==> config.mk <==
export PLATFORM = sky130hd
export DESIGN_NAME = pipe_adder
export DESIGN_NICKNAME = d
export VERILOG_FILES = /design/src/rtl/pipe_adder_pkg.sv /design/src/rtl/adder_slice.sv /design/src/rtl/pipe_adder.sv
export SDC_FILE = /design/constraint.sdc
export NUM_CORES = 1
export LEC_CHECK = 0
export CORE_ASPECT_RATIO = 1.2
export CORE_MARGIN = 4
export CORE_UTILIZATION = 45
export DETAILED_ROUTE_END_ITERATION = 10
export GPL_ROUTABILITY_DRIVEN = 0
export PLACE_DENSITY = 0.76
export SYNTH_ARGS = -nofsm -noshare
export SYNTH_HDL_FRONTEND = slang
export SYNTH_SLANG_ARGS = --single-unit
==> constraint.sdc <==
create_clock -name clk -period 2.3 [get_ports clk]
set_input_delay 0.46 -clock clk [delete_from_list [all_inputs] [get_ports clk]]
set_output_delay 0.46 -clock clk [all_outputs]
set_load 0.02 [all_outputs]
Figure 1. Power grid (run 1).
Drawn at 4 px/um. Pins as bars on the die edge. Tap cells in gray.
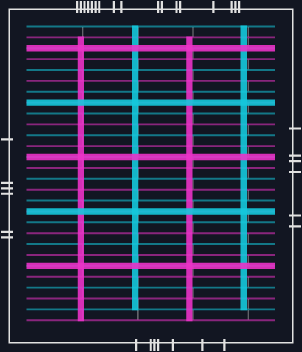
Key: VDD = cyan; VSS = magenta
4 straps on met4. The core has 27 rows. 5 straps on met5. 28 met1 rails follow the rows.
Worst VDD drop: 490 uV
Die Width: 70.5 um
Placeable Area: 0.00456 sq mm
DIE HEIGHT: 83 um

Figure 2. Sequential cells grouped by signal name (run 1).
Drawn at 6 px/um.
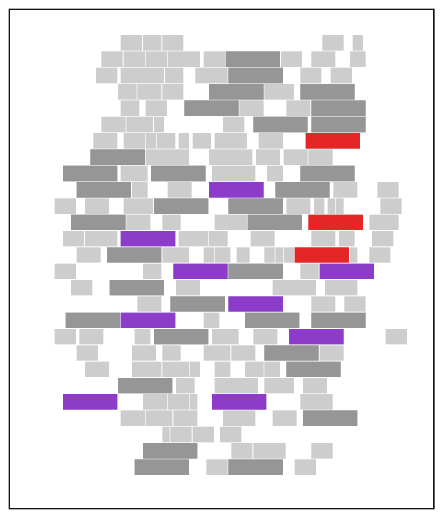
Key: valid_q = red [placed flops 3]; a_in_s = purple [placed flops 9]
Another 33 sequential cells are not colored.
sequential power: 1.35 mW
Final Util: 56.8%
flop share of the area: 43.5%
Register Area: 0.00113 sq mm

Figure 3. Placement density heat map (run 1).
Drawn at 4 px/um. 7 x 8 tiles, from white (low) to dark blue (high), 0 to 100% covered.
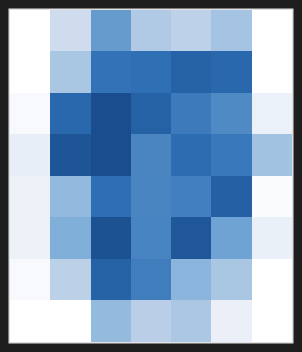
23% of the tiles are over 75% full. The mean over all tiles is 43%. The fullest tile reaches 88%. The densest ninth of the die: center.
floorplan core density: 46.3%

==> job_summary.md, run 1 <==
### Metrics collected by this job

| Metric | Value |
|---|---|
| Status | completed |
| Post-Layout Inst Area | 0.00259 sq mm |
| Top cell category | registers |
| Worst Tran Pin Value | between 0.5 and 0.6 ns |
| Clock skew | roughly 0.0070 ns |
| Count leader, synth | dfrtp_1 |
| # rows | 27 |
| Clock-pin slew of the registers on the worst-case setup and hold paths | roughly 0.090 ns |
| CTS Sinks | ~45 |
| Adders+Majority by Area | approximately 8.9% |
| Startpoint types | input pin |
| Total CTS buffers | 5 |
| Clkbuf count | 5 |
| Worst EP arrival | approximately 1.6 ns |
| Post-route insts no fill | between 200 and 250 |
| DR WL met3 | between 100 and 150 um |
| Commonest Layout Cell | dfrtp_1 |
| Mux frac, synth | between 20% and 30% |
| Log Warnings | 26 |
| Share of post-route cells with drive strength above 1 | 31.5% |
| Comb power | around 1.5 mW |
| Pwr Density | about 1300 mW/mm^2 |
| Logic pwr share | a little under half |
| Pwr top | combinational cells |
| WL met2 | slightly above 2000 um |
| Syn_area_per_cell | between 15 and 20 sq um |
| Dominant comb cell | multiplexers |
| Type of the worst min-delay path | input pin to async pin |
| Final setup viols | 0 |
| Top cells by area, synth | dfrtp_1 53%, mux2_2 17%, mux2_4 6.4% |
| Clock power share | between 10 and 15% |
| Top cells excl fill/tap | 45 x dfrtp_1, 34 x clkdlybuf4s50_1, 31 x mux2_2 |
| Vias in the first global route | between 1000 and 1500 |
| Number of enable flip-flop cells | 0 |
| Tot Pwr | around 3.4 mW |
| Final HPWL from detailed placement | 2770 um |
| Non-clock buffer count in the final layout | 39 |
| WL final | between 3000 and 4000 um |
| Crit end category | output port |
==> run 2: changes to the inputs <==
--- a/config.mk
+++ b/config.mk
@@ -10,7 +10,7 @@
 export CORE_UTILIZATION = 45
 export DETAILED_ROUTE_END_ITERATION = 10
 export GPL_ROUTABILITY_DRIVEN = 0
-export PLACE_DENSITY = 0.76
+export PLACE_DENSITY = 0.7
 export SYNTH_ARGS = -nofsm -noshare
 export SYNTH_HDL_FRONTEND = slang
 export SYNTH_SLANG_ARGS = --single-unit
==> job_summary.md, run 2 <==
### Metrics collected by this job

| Metric | Value |
|---|---|
| Pwr Density | between 1000 and 1500 mW/mm^2 |
| Crit end category | output port |
| Clkbuf count | 6 |
| DR WL met3 | around 150 um |
| Comb power | between 1.5 and 2 mW |
| Final setup viols | 0 |
| Type of the worst min-delay path | input pin to async pin |
| Mux frac, synth | a little under a quarter |
| Clock skew | about 0.0058 ns |
| Vias in the first global route | 1357 |
| Top cells excl fill/tap | 45 x dfrtp_1, 34 x clkdlybuf4s50_1, 31 x mux2_2 |
| Die Width | 70.5 um |
| Post-route insts no fill | about 240 |
| Clock-pin slew of the registers on the worst-case setup and hold paths | around 0.08 ns |
| Syn_area_per_cell | about 16 sq um |
| Flop share of the area | between 40% and 50% |
| Log Warnings | 26 |
| Logic pwr share | approximately 44% |
| Share of post-route cells with drive strength above 1 | 31.5% |
| Count leader, synth | dfrtp_1 |
| DIE HEIGHT | just over 80 um |
| # rows | 27 |
| Worst Tran Pin Value | 0.479 ns |
| Final HPWL from detailed placement | around 2800 um |
| Commonest Layout Cell | dfrtp_1 |
| Final Util | a little under three fifths |
| Top cells by area, synth | dfrtp_1 53%, mux2_2 17%, mux2_4 6.4% |
| Post-Layout Inst Area | 0.00262 sq mm |
| Total CTS buffers | 5 |
| Clock power share | 17.7% |
| Placeable Area | 0.00456 sq mm |
| Dominant comb cell | multiplexers |
| Register Area | roughly 0.0011 sq mm |
| Sequential power | 1.34 mW |
| Fraction of area in multi-input gates | between 30% and 40% |
| Status | completed |
| WL met2 | about 1900 um |
Figure 4. Power grid (run 2).
Drawn at 4 px/um. Pins as bars on the die edge. Tap cells in gray.
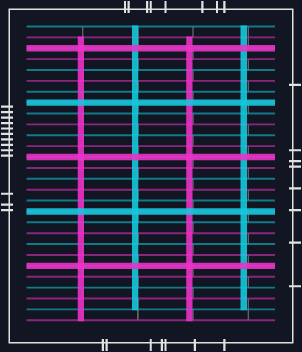
Key: VDD = cyan; VSS = magenta
4 straps on met4. 28 met1 rails follow the rows.
Worst VDD drop: 632 uV

Figure 5. Wiring by layer (run 2).
Drawn at 6 px/um.
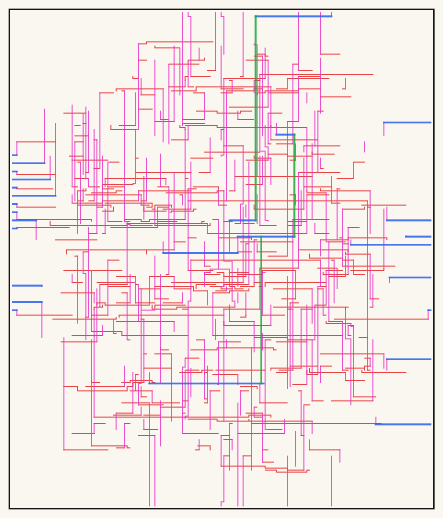
Key: met3 = blue [wire length 154 um]; met1 = red [wire length 1590 um]; met2 = magenta [wire length 1880 um]; met4 = green [wire length 75.5 um]
routed vias: 1172
Total GRT Usage: 14.2%
WL final: 3700 um
DR WL/cell: 15.7 um

==> run 3: changes to the inputs <==
--- a/config.mk
+++ b/config.mk
@@ -6,7 +6,7 @@
 export NUM_CORES = 1
 export LEC_CHECK = 0
 export CORE_ASPECT_RATIO = 1.2
-export CORE_MARGIN = 4
+export CORE_MARGIN = 2
 export CORE_UTILIZATION = 45
 export DETAILED_ROUTE_END_ITERATION = 10
 export GPL_ROUTABILITY_DRIVEN = 0
==> job_summary.md, run 3 <==
### Metrics collected by this job

| Metric | Value |
|---|---|
| Top cell category | registers |
| Status | completed |
| Routed vias | 1180 |
| Sequential power | between 1 and 1.5 mW |
| Placeable Area | approximately 0.0046 sq mm |
| Floorplan core density | 46.3% |
| Flop share of the area | 43.3% |
| Pwr Density | between 1000 and 1500 mW/mm^2 |
| Commonest Layout Cell | dfrtp_1 |
| Post-route insts no fill | 236 |
| Total CTS buffers | 5 |
| Non-clock buffer count in the final layout | 39 |
| Tot Pwr | 3.36 mW |
| Total GRT Usage | 15.5% |
| Clock-pin slew of the registers on the worst-case setup and hold paths | about 0.080 ns |
| WL met2 | between 1500 and 2000 um |
| Pwr top | combinational cells |
| Worst Tran Pin Value | roughly 0.55 ns |
| Mux frac, synth | a little under a quarter |
| CTS Sinks | about 45 |
| Final HPWL from detailed placement | between 2000 and 3000 um |
Figure 6. Placement density heat map (run 3).
Drawn at 4 px/um. 7 x 8 tiles, from white (low) to dark blue (high), 0 to 100% covered.
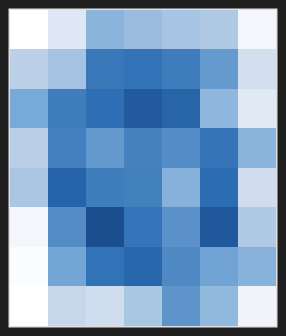
5.4% of the tiles are nearly empty. The mean over all tiles is 48%. 13% of the tiles are over 75% full. The fullest tile reaches 88%. The emptiest ninth of the die: south-west.
Final Util: 57.0%

Figure 7. Power grid (run 3).
Drawn at 4 px/um. Pins as bars on the die edge. Tap cells in gray.
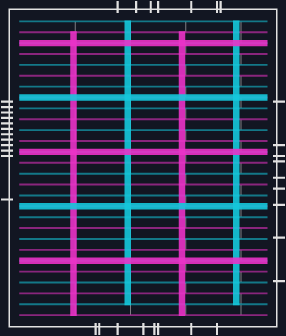
Key: VSS = magenta; VDD = cyan
28 met1 rails follow the rows. 36 signal pins sit on the boundary. 4 straps on met4. 58 tap cells.
Worst VDD drop: 587 uV
Die Width: 66.5 um
DIE HEIGHT: 79 um


## Gallery

The clock network.
picture 1
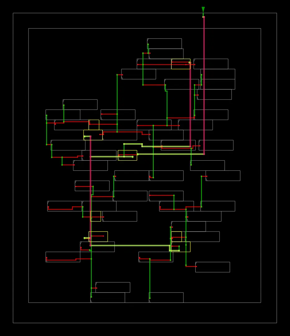
picture 2
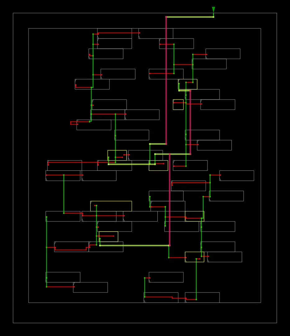
picture 3
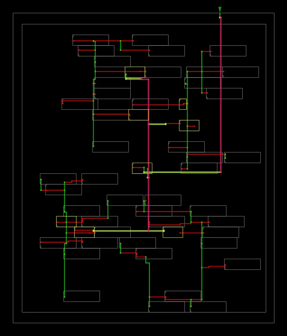
| picture | from |
|---|---|
| picture 3 | run 3 |
| picture 2 | run 2 |
| picture 1 | run 1 |

Power is estimated from default activity; no workload was simulated.
